===== config.mk =====
export PLATFORM = sky130hd
export DESIGN_NAME = imm_extend_pipe
export DESIGN_NICKNAME = d
export VERILOG_FILES = /design/src/rtl/legv8_pkg.sv /design/src/rtl/imm_decode.sv /design/src/rtl/imm_extend_pipe.sv
export SDC_FILE = /design/constraint.sdc
export NUM_CORES = 1
export LEC_CHECK = 0
export CAP_MARGIN = 10
export CORE_MARGIN = 1
export CORE_UTILIZATION = 25
export DETAILED_ROUTE_END_ITERATION = 10
export GPL_ROUTABILITY_DRIVEN = 0
export GPL_TIMING_DRIVEN = 0
export HOLD_SLACK_MARGIN = 0.15
export PLACE_DENSITY = 0.47
export SETUP_SLACK_MARGIN = 0.15
export SYNTH_ARGS = -nofsm -noshare
export SYNTH_HDL_FRONTEND = slang
export SYNTH_SLANG_ARGS = --single-unit

===== constraint.sdc =====
create_clock -name clk -period 16.4 [get_ports clk]
set_clock_uncertainty 0.15 [all_clocks]
set_input_delay 3.28 -clock clk [delete_from_list [all_inputs] [get_ports clk]]
set_output_delay 3.28 -clock clk [all_outputs]
set_load 0.02 [all_outputs]

===== src/rtl/legv8_pkg.sv =====
// Shared LEGv8 decode constants: opcode field values and immediate format codes.
package legv8_pkg;

    localparam logic [5:0] OP_B     = 6'b000101;
    localparam logic [5:0] OP_BL    = 6'b100101;
    localparam logic [7:0] OP_CBZ   = 8'b10110100;
    localparam logic [7:0] OP_CBNZ  = 8'b10110101;
    localparam logic [7:0] OP_BCOND = 8'b01010100;
    localparam logic [9:0] OP_ADDI  = 10'b1001000100;
    localparam logic [9:0] OP_SUBI  = 10'b1101000100;
    localparam logic [9:0] OP_ANDI  = 10'b1001001000;
    localparam logic [9:0] OP_ORRI  = 10'b1011001000;
    localparam logic [8:0] OP_MOVZ  = 9'b110100101;

    typedef enum logic [2:0] {
        FMT_D  = 3'd0,
        FMT_B  = 3'd1,
        FMT_CB = 3'd2,
        FMT_I  = 3'd3,
        FMT_IW = 3'd4
    } fmt_e;

endpackage


===== src/rtl/imm_decode.sv =====
// Classifies a LEGv8 instruction word and produces its extended immediate.
// Purely combinational; no latency, no flow control.
module imm_decode
    import legv8_pkg::*;
#(
    parameter int XLEN     = 64,
    parameter bit BR_SHIFT = 1'b1
) (
    input  logic [31:0]     instr,
    output logic [XLEN-1:0] imm,
    output logic [2:0]      fmt
);

    // Everything is built at 64 bits and truncated, so XLEN=32 drops high MOVZ halfwords.
    logic [63:0] imm64;
    fmt_e        fmt_sel;
    logic        unused_bits;

    always_comb begin
        imm64   = {{55{instr[20]}}, instr[20:12]};
        fmt_sel = FMT_D;
        if (instr[31:26] == OP_B || instr[31:26] == OP_BL) begin
            imm64   = {{38{instr[25]}}, instr[25:0]};
            fmt_sel = FMT_B;
        end else if (instr[31:24] == OP_CBZ || instr[31:24] == OP_CBNZ ||
                     instr[31:24] == OP_BCOND) begin
            imm64   = {{45{instr[23]}}, instr[23:5]};
            fmt_sel = FMT_CB;
        end else if (instr[31:22] == OP_ADDI || instr[31:22] == OP_SUBI ||
                     instr[31:22] == OP_ANDI || instr[31:22] == OP_ORRI) begin
            imm64   = {52'd0, instr[21:10]};
            fmt_sel = FMT_I;
        end else if (instr[31:23] == OP_MOVZ) begin
            imm64   = {48'd0, instr[20:5]} << {instr[22:21], 4'b0000};
            fmt_sel = FMT_IW;
        end

        if (BR_SHIFT && (fmt_sel == FMT_B || fmt_sel == FMT_CB)) begin
            imm64 = imm64 << 2;
        end
    end

    assign imm         = imm64[XLEN-1:0];
    assign fmt         = fmt_sel;
    assign unused_bits = ^{instr[4:0], imm64};

endmodule


===== src/rtl/imm_extend_pipe.sv =====
// Decode-stage immediate generator feeding a 2-entry valid/ready skid buffer.
// Latency 1 cycle into an empty buffer; in_ready drops at 2 entries and depends only on registered count.
module imm_extend_pipe
    import legv8_pkg::*;
#(
    parameter int XLEN     = 64,
    parameter bit BR_SHIFT = 1'b1,
    parameter int TAG_W    = 64
) (
    input  logic             clk,
    input  logic             reset,
    input  logic             flush,
    input  logic             in_valid,
    output logic             in_ready,
    input  logic [31:0]      in_instr,
    input  logic [TAG_W-1:0] in_tag,
    output logic             out_valid,
    input  logic             out_ready,
    output logic [XLEN-1:0]  out_imm,
    output logic [2:0]       out_fmt,
    output logic [TAG_W-1:0] out_tag
);

    logic [XLEN-1:0]  dec_imm;
    logic [2:0]       dec_fmt;

    logic [XLEN-1:0]  imm_q [2];
    logic [2:0]       fmt_q [2];
    logic [TAG_W-1:0] tag_q [2];
    logic [1:0]       count_q, count_d;
    logic             wr_ptr_q, wr_ptr_d;
    logic             rd_ptr_q, rd_ptr_d;
    logic             push, pop;

    imm_decode #(
        .XLEN     (XLEN),
        .BR_SHIFT (BR_SHIFT)
    ) u_dec (
        .instr (in_instr),
        .imm   (dec_imm),
        .fmt   (dec_fmt)
    );

    assign in_ready  = (count_q < 2'd2);
    assign out_valid = (count_q != 2'd0);
    assign push      = in_valid & in_ready & ~flush;
    assign pop       = out_valid & out_ready & ~flush;

    always_comb begin
        count_d  = count_q;
        wr_ptr_d = wr_ptr_q;
        rd_ptr_d = rd_ptr_q;
        if (flush) begin
            count_d  = 2'd0;
            wr_ptr_d = 1'b0;
            rd_ptr_d = 1'b0;
        end else begin
            if (push) wr_ptr_d = ~wr_ptr_q;
            if (pop)  rd_ptr_d = ~rd_ptr_q;
            case ({push, pop})
                2'b10:   count_d = count_q + 2'd1;
                2'b01:   count_d = count_q - 2'd1;
                default: count_d = count_q;
            endcase
        end
    end

    always_ff @(posedge clk or posedge reset) begin
        if (reset) begin
            count_q  <= 2'd0;
            wr_ptr_q <= 1'b0;
            rd_ptr_q <= 1'b0;
            for (int i = 0; i < 2; i++) begin
                imm_q[i] <= '0;
                fmt_q[i] <= '0;
                tag_q[i] <= '0;
            end
        end else begin
            count_q  <= count_d;
            wr_ptr_q <= wr_ptr_d;
            rd_ptr_q <= rd_ptr_d;
            if (push) begin
                imm_q[wr_ptr_q] <= dec_imm;
                fmt_q[wr_ptr_q] <= dec_fmt;
                tag_q[wr_ptr_q] <= in_tag;
            end
        end
    end

    assign out_imm = imm_q[rd_ptr_q];
    assign out_fmt = fmt_q[rd_ptr_q];
    assign out_tag = tag_q[rd_ptr_q];

endmodule


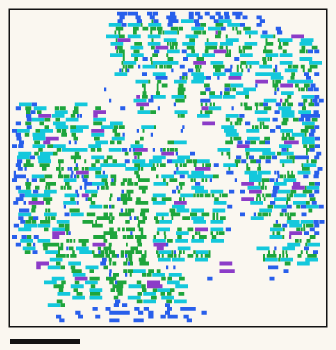
Run 1: cell classes on the final placement
Scale bar: 50 um.
| class | colour | cells |
|---|---|---|
| remaining logic cells | green | 939 |
| clock drivers and dummy loads | purple | 54 |
| registers | cyan | 266 |
| remaining buffers and delay cells | blue | 331 |
fraction of the core area covered by cells at the end of the flow: 0.337
# rows: 82
share of the final layout cell area in sequential cells: 0.394
Core Area: 0.0501 sq mm
final instance area: 0.0169 sq mm

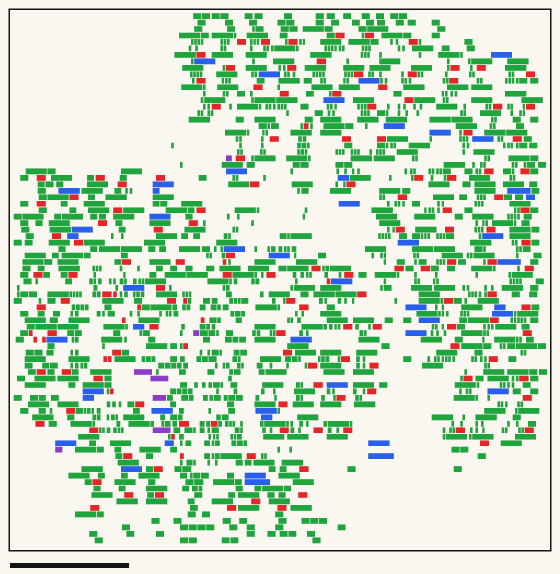
Run 1: cell sizes after repair
Scale bar: 50 um.
| size | colour | cells | share |
|---|---|---|---|
| x1 and smaller | green | 1,385 | 87% |
| x2 | red | 150 | 9.4% |
| x6 and larger | blue | 48 | 3.0% |
| x3 and x4 | purple | 7 | 0.44% |
Plain + repair buffers: 331
Setup WS post-layout: 9.42 ns
signed area change from the synthesized netlist to the final layout: 33.4%

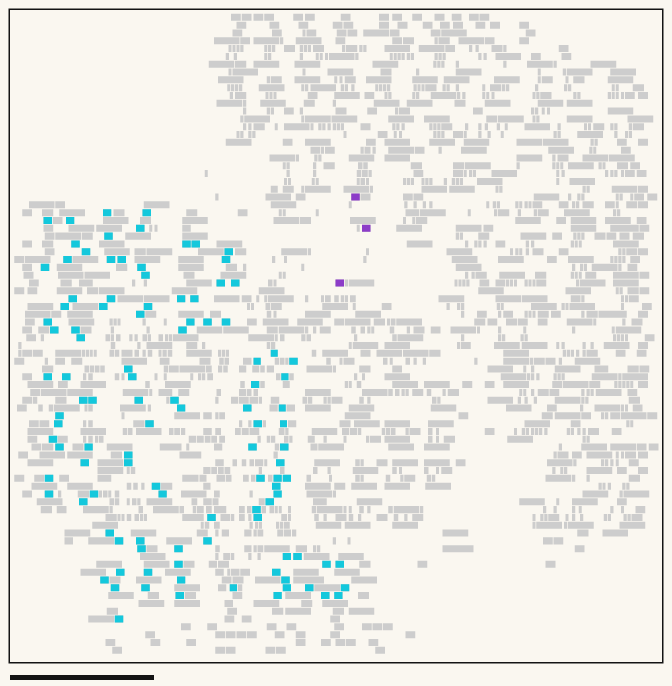
Run 1: gate families picked out
Scale bar: 50 um.
| family | colour | cells | most used |
|---|---|---|---|
| non-inverting ao/oa cells | cyan | 109 | o22a_1 |
| xor and xnor cells | purple | 3 | xor2_1 |
Cell Count, Final, Fillers Out: 2,262
most frequent logic cell in the layout: nand2_1

==> impl_summary.log, run 1 <==
[report] implementation figures
INFO  metric worst_min_path_start = tag_q[95]
INFO  metric worst_hold_path.num_cells = 2
INFO  metric path_depth = 5
INFO  metric vias_per_cell = 4.73
INFO  metric power.leakage = approximately 7.3 nW
INFO  metric critPathBufInv = 4
INFO  metric largest_fanout_on_the_critical_path = 10
INFO  metric setup.reg_to_reg.worst_slack = 13.56 ns
INFO  metric cts_max_level = 2
INFO  metric wire_length_of_the_first_global_routing_pass = 67,700 um
INFO  metric multi_input_comb_area = 0.00556 sq mm
INFO  metric synthSimpleGateAreaFrac = 0.175
INFO  metric warnings = 30
INFO  metric die_width = 227 um
INFO  metric fill_cells = 5,207
INFO  metric logic_gates = 936
INFO  metric critical_path.cell_chain = clkbuf_1 -> clkbuf_1 -> clkbuf_1 -> mux2_2 -> clkdlybuf4s50_1
INFO  metric nNonClkInverters = 3
INFO  metric ff_latch_area = 0.00666 sq mm
INFO  metric netSwitchingPower = 0.704 mW
INFO  metric track_usage = 0.173
INFO  metric synth_chip_area = 0.0127 sq mm
INFO  metric use_met2 = 0.275
INFO  metric cts_buffers = 34
INFO  metric clk_transition_reported_paths = roughly 0.060 ns
INFO  metric layout_worst_path_cycle_share = 0.426
INFO  metric grt_setup_unrepaired = no
INFO  metric comb-power = approximately 0.66 mW
INFO  metric cts_setup_buffers = 0
INFO  metric fp_density = 0.253
INFO  metric synthTopLogicFamily = simple AND/OR/NAND/NOR gates
INFO  metric yosysTopAreaCellShare = 0.526
INFO  metric initial_drt_pass_iterations = 5
INFO  metric antenna_cells = 0
INFO  metric vdd_drop_max = between 0.00005 and 0.00006 V
INFO  metric cts_sinks = around 270
INFO  metric crit-reg2reg-launch = count_q[1]
INFO  metric buffer_area_frac = 0.161
INFO  metric grt-ovfl-total = 0
INFO  metric grt_max_degree = 117
INFO  metric clockBufferCount = 46
INFO  metric clk_root_buffer_cell = clkbuf_16
INFO  metric met3WireLength = 2810 um
INFO  metric worst_path_dominant_cell_family = buffers and inverters
INFO  metric port_buffers = 224
INFO  metric synthesis.instances = between 1,000 and 1,500
INFO  metric use_met1 = 0.231
INFO  metric final_antenna_net_count = 0
INFO  metric leading_cell_kind = registers
INFO  metric hold_buffers = 0
INFO  metric ctsLongestPathBuffers = 3
INFO  metric top_cells_by_count = 434 x nand2_1, 266 x dfrtp_1, 131 x mux2_2
INFO  metric finalHoldViolCount = 0
INFO  metric post_synth_num_cell_types = 51
INFO  metric pg_seq = roughly 0.90 mW
INFO  metric ys_dominant_reg_cell = dfrtp_1
INFO  metric crit_top_cell = clkbuf_1
INFO  metric cellInternalPower = 1.59 mW
INFO  metric grt_pass1_vias = 11,200
INFO  metric grt_antenna_before_repair = 2
INFO  metric synthesis.yosys.warnings = 0
INFO  metric route.top_layer_used = met5
INFO  metric clk-insertion-delay-late = 0.52 ns
INFO  metric die.size.y = about 230 um
INFO  metric worstHoldPathType = register to register
INFO  metric layout_min_cycle_time = 6.98 ns
INFO  metric outcome = finished, final reports clean
INFO  metric worst-slew-pin-transition = 1.10 ns
INFO  metric max_stage_delay_on_crit_path = around 0.73 ns
INFO  metric worstSetupEndpoint = out_fmt[1]
INFO  metric setup_viol_count_final = 0
INFO  metric aoi_share = 0.143
INFO  metric ys_cells = approximately 1,300
INFO  metric ys_sh_adder = 0
INFO  metric final.hold.worst_slack = 0.316 ns
INFO  metric ioPinCount = 234
INFO  metric synth.most_common_cell = nand2_1
INFO  metric grtUsageMet3 = 0.0391
INFO  metric rr_worst_depth = 5
INFO  metric dpl_cell_area = roughly 0.016 sq mm
INFO  metric first_iter_violations = approximately 640
INFO  metric postSynthNetCount = 1,411
INFO  metric yosys-mux-area-fraction = 0.119
INFO  metric finalMaxSlewViolations = 0
INFO  metric power.clock.fraction = 0.319
INFO  metric nWellTaps = 672
==> run 2: changes to the inputs <==
==> constraint.sdc (replaced) <==
create_clock -name clk -period 6.86 [get_ports clk]
set_clock_uncertainty 0.15 [all_clocks]
set_input_delay 1.372 -clock clk [delete_from_list [all_inputs] [get_ports clk]]
set_output_delay 1.372 -clock clk [all_outputs]
set_load 0.02 [all_outputs]
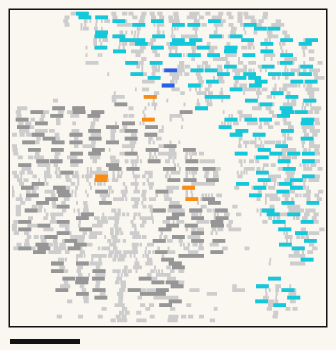
Run 2: where the registers sit
Scale bar: 50 um.
| name in the netlist | colour | flops |
|---|---|---|
| count_q | blue | 2 |
| fmt_q | orange | 6 |
| tag_q | cyan | 128 |
not coloured: 130
fraction of the core area covered by cells at the end of the flow: 0.339
Seq group: 2.16 mW
Register Area: 0.00666 sq mm

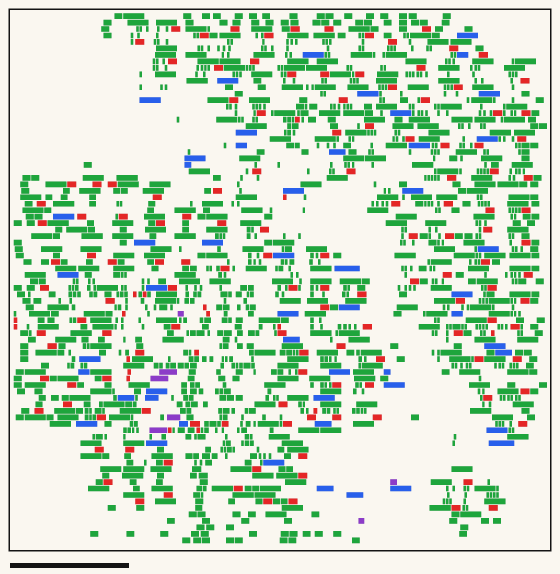
Run 2: cell sizes after repair
Scale bar: 50 um.
| size | colour | cells | share |
|---|---|---|---|
| x6 and larger | blue | 51 | 3.2% |
| x3 and x4 | purple | 7 | 0.44% |
| x1 and smaller | green | 1,390 | 87% |
| x2 | red | 151 | 9.4% |
signed area change from the synthesized netlist to the final layout: 34.0%
final instance area: 0.0169 sq mm
Setup WS post-layout: 1.71 ns

==> run 2 against run 1 <==
Critical path depth did not move. Sequential share of layout area fell by 0.17 points. Die size did not move. Non-clock buffer count rose by 5. Global-route usage rose by 0.21 points. Register-to-register slack got worse by 9.6 ns. Final area rose by 0.45%. Synthesized cell count did not move. Critical endpoint unchanged. Routed wire length rose by 0.83%.
==> impl_summary.log, run 2 <==
[report] implementation figures
INFO  metric outcome = finished, final reports clean
INFO  metric power.leakage = 7.32 nW (+0.40%)
INFO  metric cts_max_level = 2 (unchanged)
INFO  metric grt_max_degree = 42 (-64%)
INFO  metric initial_drt_pass_iterations = 6 (+1)
INFO  metric crit-reg2reg-launch = count_q[1]
INFO  metric finalHoldViolCount = 0 (unchanged)
INFO  metric leading_cell_kind = registers
INFO  metric clk_transition_reported_paths = 0.05 ns (about the same)
INFO  metric logic_gates = 936 (unchanged)
INFO  metric synthesis.instances = 1,310 (unchanged)
INFO  metric setup_viol_count_final = 0 (unchanged)
INFO  metric first_iter_violations = 759 (+18%)
INFO  metric seq_area_frac = 0.393 (-0.00175)
INFO  metric layout_worst_path_cycle_share = 0.750
INFO  metric ys_dominant_reg_cell = dfrtp_1
INFO  metric synth.most_common_cell = nand2_1
INFO  metric critPathBufInv = 4 (unchanged)
INFO  metric critical_path.cell_chain = clkbuf_1 -> clkbuf_1 -> clkbuf_1 -> mux2_2 -> clkdlybuf4s50_1
INFO  metric grt-ovfl-total = 0 (unchanged)
INFO  metric netSwitchingPower = 1.71 mW (+140%)
INFO  metric cts_sinks = 266 (unchanged)
INFO  metric use_met2 = 0.274 (-0.00138)
INFO  metric post_synth_num_cell_types = 51 (unchanged)
INFO  metric grt_antenna_before_repair = 3 (+1)
INFO  metric use_met1 = 0.235 (+0.00490)
INFO  metric cellPowerDensity = 324 mW/mm^2
INFO  metric path_depth = 5 (unchanged)
INFO  metric final_antenna_net_count = 0 (unchanged)
INFO  metric comb-power = 1.58 mW (+140%)
INFO  metric postSynthNetCount = 1,411 (unchanged)
INFO  metric nNonClkInverters = 3 (unchanged)
INFO  metric worst-slew-pin-transition = 1.08 ns (-0.0122 ns)
INFO  metric placeableCoreArea = 0.0501 sq mm (unchanged)
INFO  metric route.top_layer_used = met5
INFO  metric met3WireLength = 3110 um (+11%)
INFO  metric top_regs = imm_q (128), tag_q (128), fmt_q (6)
INFO  metric clk-insertion-delay-late = 0.53 ns (about the same)
INFO  metric top_cells_by_count = 434 x nand2_1, 266 x dfrtp_1, 131 x mux2_2
INFO  metric met2_routed_length = ~20,000 um
INFO  metric ys_sh_adder = 0 (unchanged)
INFO  metric hold_buffers = 0 (unchanged)
INFO  metric layout.cells.most_common = nand2_1
INFO  metric ioPinCount = 234 (unchanged)
INFO  metric max_stage_delay_on_crit_path = 0.79 ns (+0.06 ns)
INFO  metric clk_root_buffer_cell = clkbuf_16
INFO  metric synthTopLogicFamily = simple AND/OR/NAND/NOR gates
INFO  metric cts_buffers = 34 (unchanged)
INFO  metric cap_viol_max_count = 0
INFO  metric clockBufferCount = 48 (+4.3%)
INFO  metric worst_path_dominant_cell_family = buffers and inverters
INFO  metric drive_above_1_share = 0.131
INFO  metric rr_worst_depth = 6 (+1)
INFO  metric crit_top_cell = clkbuf_1
INFO  metric grt_pass1_vias = 11,100 (-1.2%)
INFO  metric die.size.y = 227 um (unchanged)
INFO  metric worstSetupEndpoint = out_fmt[1]
INFO  metric cellInternalPower = 3.77 mW (+140%)
INFO  metric nWellTaps = 672 (unchanged)
INFO  metric yosys-mux-area-fraction = 0.119 (unchanged)
INFO  metric worst_hold_path.num_cells = 2 (unchanged)
INFO  metric buffer_area_frac = 0.165 (+0.00431)
INFO  metric largest_fanout_on_the_critical_path = 10 (unchanged)
INFO  metric power.share.sequential = 0.393
INFO  metric setup.reg_to_reg.worst_slack = 3.99 ns (-9.57 ns)
INFO  metric synth_chip_area = 0.0127 sq mm (unchanged)
INFO  metric track_usage = 0.175 (+0.00208)
INFO  metric multi_input_comb_area = 0.00556 sq mm (unchanged)
INFO  metric ys_cells = 1,310 (unchanged)
INFO  metric setup_tns_final = 0 ns
INFO  metric die_width = 227 um (unchanged)
INFO  metric synth-seq-cells = 266
INFO  metric grtUsageMet3 = 0.0421 (+0.00297)
INFO  metric fin_cells = 2,273 (+0.49%)
INFO  metric finalMaxSlewViolations = 0 (unchanged)
INFO  metric synthesis.yosys.warnings = 0 (unchanged)
INFO  metric fill_cells = 5,229 (+0.42%)
INFO  metric dpl_cell_area = 0.0159 sq mm (+0.51%)
INFO  metric final.hold.worst_slack = 0.317 ns (+0.000613 ns)
INFO  metric warnings = 26 (-13%)
INFO  metric fp_density = 0.253 (unchanged)
INFO  metric port_buffers = 224 (unchanged)
INFO  metric aoi_share = 0.143 (unchanged)
INFO  metric antenna_cells = 2 (+2)
INFO  metric grt_setup_unrepaired = no
INFO  metric floorplan.rows = 82 (unchanged)
INFO  metric power.clock.fraction = 0.320 (about the same)
INFO  metric wire_length_of_the_first_global_routing_pass = 67,900 um (+0.21%)
INFO  metric yosysTopAreaCellShare = 0.526 (unchanged)
INFO  metric worstHoldPathType = register to register
INFO  metric busiest_layer = met2
INFO  metric layout_min_cycle_time = 5.15 ns
INFO  metric cts_setup_buffers = 0 (unchanged)
INFO  metric ctsLongestPathBuffers = 3 (unchanged)
INFO  metric vdd_drop_max = 0.000156 V (+210%)
INFO  metric plain_repair_buffers = 336 (+1.5%)
INFO  metric vias_per_cell = 4.72 (-0.11%)
INFO  metric worst_min_path_start = tag_q[91]
==> run 3: changes to the inputs <==
==> constraint.sdc (replaced) <==
create_clock -name clk -period 4.94 [get_ports clk]
set_clock_uncertainty 0.15 [all_clocks]
set_input_delay 0.988 -clock clk [delete_from_list [all_inputs] [get_ports clk]]
set_output_delay 0.988 -clock clk [all_outputs]
set_load 0.02 [all_outputs]
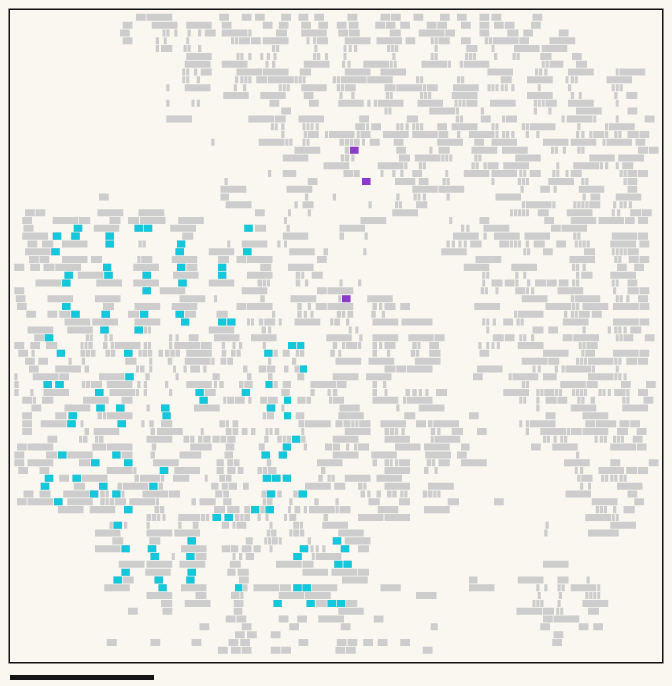
Run 3: gate families picked out
Scale bar: 50 um.
| family | colour | cells | most used |
|---|---|---|---|
| xor and xnor cells | purple | 3 | xor2_1 |
| non-inverting ao/oa cells | cyan | 109 | o22a_1 |
combinational share of cell area: 0.328
Cell Count, Final, Fillers Out: 2,273

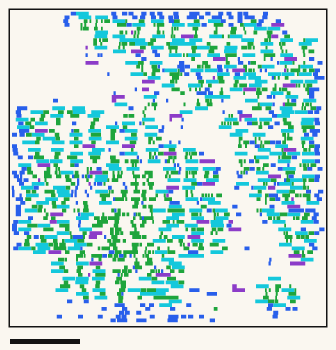
Run 3: cell classes on the final placement
Scale bar: 50 um.
| class | colour | cells |
|---|---|---|
| registers | cyan | 266 |
| remaining logic cells | green | 939 |
| remaining buffers and delay cells | blue | 336 |
| clock drivers and dummy loads | purple | 58 |
fraction of the core area covered by cells at the end of the flow: 0.339
final instance area: 0.0170 sq mm

==> run 3 against run 2 <==
Via count hardly changed. Routed wire length hardly changed. Highest routed layer unchanged. Die size did not move. Largest power group unchanged. Cell count stayed put. Non-clock buffer count is the same.
==> impl_summary.log, run 3 <==
[report] implementation figures
INFO  metric worstSetupEndpoint = out_fmt[1]
INFO  metric plain_repair_buffers = 336 (unchanged)
INFO  metric grt-ovfl-total = 0 (unchanged)
INFO  metric grt_pass1_vias = 11,100 (unchanged)
INFO  metric leading_cell_kind = registers
INFO  metric top_cells_by_count = 434 x nand2_1, 266 x dfrtp_1, 131 x mux2_2
INFO  metric timing.setup.critical_path_class = register to output pin
INFO  metric drt-total-wl = 44,700 um
INFO  metric drive_above_1_share = 0.131 (+0.000625)
INFO  metric yosys-mux-area-fraction = 0.119 (unchanged)
INFO  metric seq_cells = 266
INFO  metric yosys.area.top_type = dfrtp_1
INFO  metric synth-xor-area-share = 0.00208
INFO  metric synth-seq-cells = 266 (unchanged)
INFO  metric post_synth_main_area_contributors = dfrtp_1 53%, nand2_1 13%, mux2_2 12%, o22a_1 5.7%, a21oi_1 2.5%
INFO  metric route.top_layer_used = met5
INFO  metric layout_min_cycle_time = ~4.4 ns
INFO  metric routed_length_on_met1 = 20,000 um
INFO  metric routedWlPerCell = roughly 20 um
INFO  metric worstHoldPathType = register to register
INFO  metric grt_max_degree = 42 (unchanged)
INFO  metric dpl_cell_area = 0.0159 sq mm (unchanged)
INFO  metric worst_path_dominant_cell_family = buffers and inverters
INFO  metric synth.most_common_cell = nand2_1
INFO  metric power.share.sequential = 0.393 (about the same)
INFO  metric worst_setup_path_startpoint = rd_ptr_q
INFO  metric synthesis.instances = 1,310 (unchanged)
INFO  metric netSwitchingPower = 2.38 mW (+39%)
INFO  metric yosysTopAreaCellShare = 0.526 (unchanged)
INFO  metric cts_tree = done
INFO  metric antenna_cells = 2 (unchanged)
INFO  metric p_sw_frac = 0.313
INFO  metric first_iter_violations = 754 (-0.66%)
INFO  metric setup.reg_to_reg.worst_slack = 2.07 ns (-1.92 ns)
INFO  metric cts_setup_buffers = 0 (unchanged)
INFO  metric aoi_share = 0.143 (unchanged)
INFO  metric dominant_power_group = sequential cells
INFO  metric fp_density = 0.253 (unchanged)
INFO  metric cap_viol_max_count = 0 (unchanged)
INFO  metric clock.fmax = 226 MHz
INFO  metric hold_buffers = 0 (unchanged)
INFO  metric worst_hold_path.endpoint = tag_q[91]
INFO  metric ys_cells = 1,310 (unchanged)
INFO  metric ys_async_sr_fraction = 1.00
INFO  metric syn_to_final_growth = 34.0% (about the same)
INFO  metric grt_setup_unrepaired = no
INFO  metric met3WireLength = 3110 um (about the same)
INFO  metric ff_latch_area = 0.00666 sq mm (unchanged)
INFO  metric num-nets-final = 1,678
INFO  metric crit-reg2reg-launch = count_q[1]
INFO  metric synth_chip_area = 0.0127 sq mm (unchanged)
INFO  metric busiest_layer = met2
INFO  metric dp_slack = 0.641 ns
INFO  metric placeableCoreArea = 0.0501 sq mm (unchanged)
INFO  metric finalHoldViolCount = 0 (unchanged)
INFO  metric grtUsageMet3 = 0.0421 (unchanged)
INFO  metric synthTopLogicFamily = simple AND/OR/NAND/NOR gates
INFO  metric floorplan.rows = 82 (unchanged)
INFO  metric die.size.y = 227 um (unchanged)
INFO  metric worstSetupEndpointType = output pin
INFO  metric vias_per_cell = 4.72 (about the same)
INFO  metric clk-insertion-delay-late = 0.53 ns (about the same)
INFO  metric pg_seq = 2.99 mW (+38%)
INFO  metric ioPinCount = 234 (unchanged)
INFO  metric worst-slew-pin-transition = 1.08 ns (unchanged)
INFO  metric top_regs = imm_q (128), tag_q (128), fmt_q (6)
INFO  metric netlist_area = 0.0127 sq mm
INFO  metric ys_sh_adder = 0 (unchanged)
INFO  metric ctsLongestPathBuffers = 3 (unchanged)
INFO  metric clock_tree_area_fraction = 0.0629
INFO  metric port_buffers = 224 (unchanged)
INFO  metric final_antenna_net_count = 0 (unchanged)
INFO  metric reg2reg_to = fmt_q[0]
INFO  metric route.vias.total = 10,700
INFO  metric cts_sinks = 266 (unchanged)
INFO  metric worst_min_path_start = tag_q[91]
INFO  metric initial_drt_pass_iterations = 6 (unchanged)
INFO  metric layout.cells.most_common = nand2_1
INFO  metric critical_path.startpoint_type = register
INFO  metric dp_cells = around 2,200
INFO  metric wire_length_of_the_first_global_routing_pass = 67,900 um (unchanged)
INFO  metric synthSimpleGateAreaFrac = 0.175
INFO  metric power.leakage = 7.32 nW (about the same)
INFO  metric path_depth = 5 (unchanged)
INFO  metric clk_root_buffer_cell = clkbuf_16
INFO  metric slew_headroom = 0.276
INFO  metric logic_gates = 936 (unchanged)
INFO  metric use_met1 = 0.235 (unchanged)
INFO  metric cts_buffers = 34 (unchanged)
INFO  metric post_synth_num_cell_types = 51 (unchanged)
INFO  metric setup_ws_post_layout = 0.517 ns (-1.19 ns)
INFO  metric cellInternalPower = 5.24 mW (+39%)
INFO  metric ys_dominant_reg_cell = dfrtp_1
INFO  metric comb-power = 2.19 mW (+39%)
INFO  metric multi_input_comb_area = 0.00556 sq mm (unchanged)
INFO  metric worst_hold_path.num_cells = 2 (unchanged)
INFO  metric cts_max_level = 2 (unchanged)
INFO  metric use_met2 = 0.274 (unchanged)
INFO  metric buffer_area_frac = 0.165 (about the same)
INFO  metric crit_arrival = 3.29 ns
INFO  metric max_stage_delay_on_crit_path = 0.67 ns (-0.12 ns)
INFO  metric power.clock.fraction = 0.320 (about the same)
INFO  metric combinational_power_share = 0.287
INFO  metric finalMaxSlewViolations = 0 (unchanged)
INFO  metric nWellTaps = 672 (unchanged)
INFO  metric fill_cells = 5,228 (-0.019%)
INFO  metric outcome = finished, final reports clean
INFO  metric setup_viol_count_final = 0 (unchanged)
INFO  metric track_usage = 0.175 (unchanged)
INFO  metric grt_antenna_before_repair = 3 (unchanged)
INFO  metric fin_total_pwr = 7.62 mW
INFO  metric die_width = 227 um (unchanged)
INFO  metric rr_worst_depth = 6 (unchanged)
INFO  metric postSynthNetCount = 1,411 (unchanged)
INFO  metric vdd_drop_max = 0.000217 V (+39%)
INFO  metric clk_transition_reported_paths = 0.05 ns (about the same)
INFO  metric cellPowerDensity = 449 mW/mm^2 (+39%)
INFO  metric largest_fanout_on_the_critical_path = 10 (unchanged)
INFO  metric final.hold.worst_slack = 0.317 ns (unchanged)
INFO  metric crit_path_top_delay_cell = clkbuf_1
INFO  metric clockBufferCount = 48 (unchanged)
INFO  metric cts_resized = 1
INFO  metric setup_tns_final = 0 ns (unchanged)
INFO  metric crit_top_cell = clkbuf_1
INFO  metric nNonClkInverters = 3 (unchanged)
INFO  metric warnings = 26 (unchanged)
INFO  metric seq_area_frac = 0.393 (about the same)
INFO  metric critPathBufInv = 4 (unchanged)
INFO  metric met2_routed_length = 20,200 um (about the same)
INFO  metric synthesis.yosys.warnings = 0 (unchanged)
INFO  metric layout.cells.most_common_list = 434 x nand2_1, 266 x dfrtp_1, 224 x clkdlybuf4s50_1
INFO  metric critical_path.cell_chain = clkbuf_1 -> clkbuf_2 -> clkbuf_1 -> mux2_2 -> clkdlybuf4s50_1
INFO  metric layout_worst_path_cycle_share = 0.895
Power is estimated from default activity; no workload was simulated.
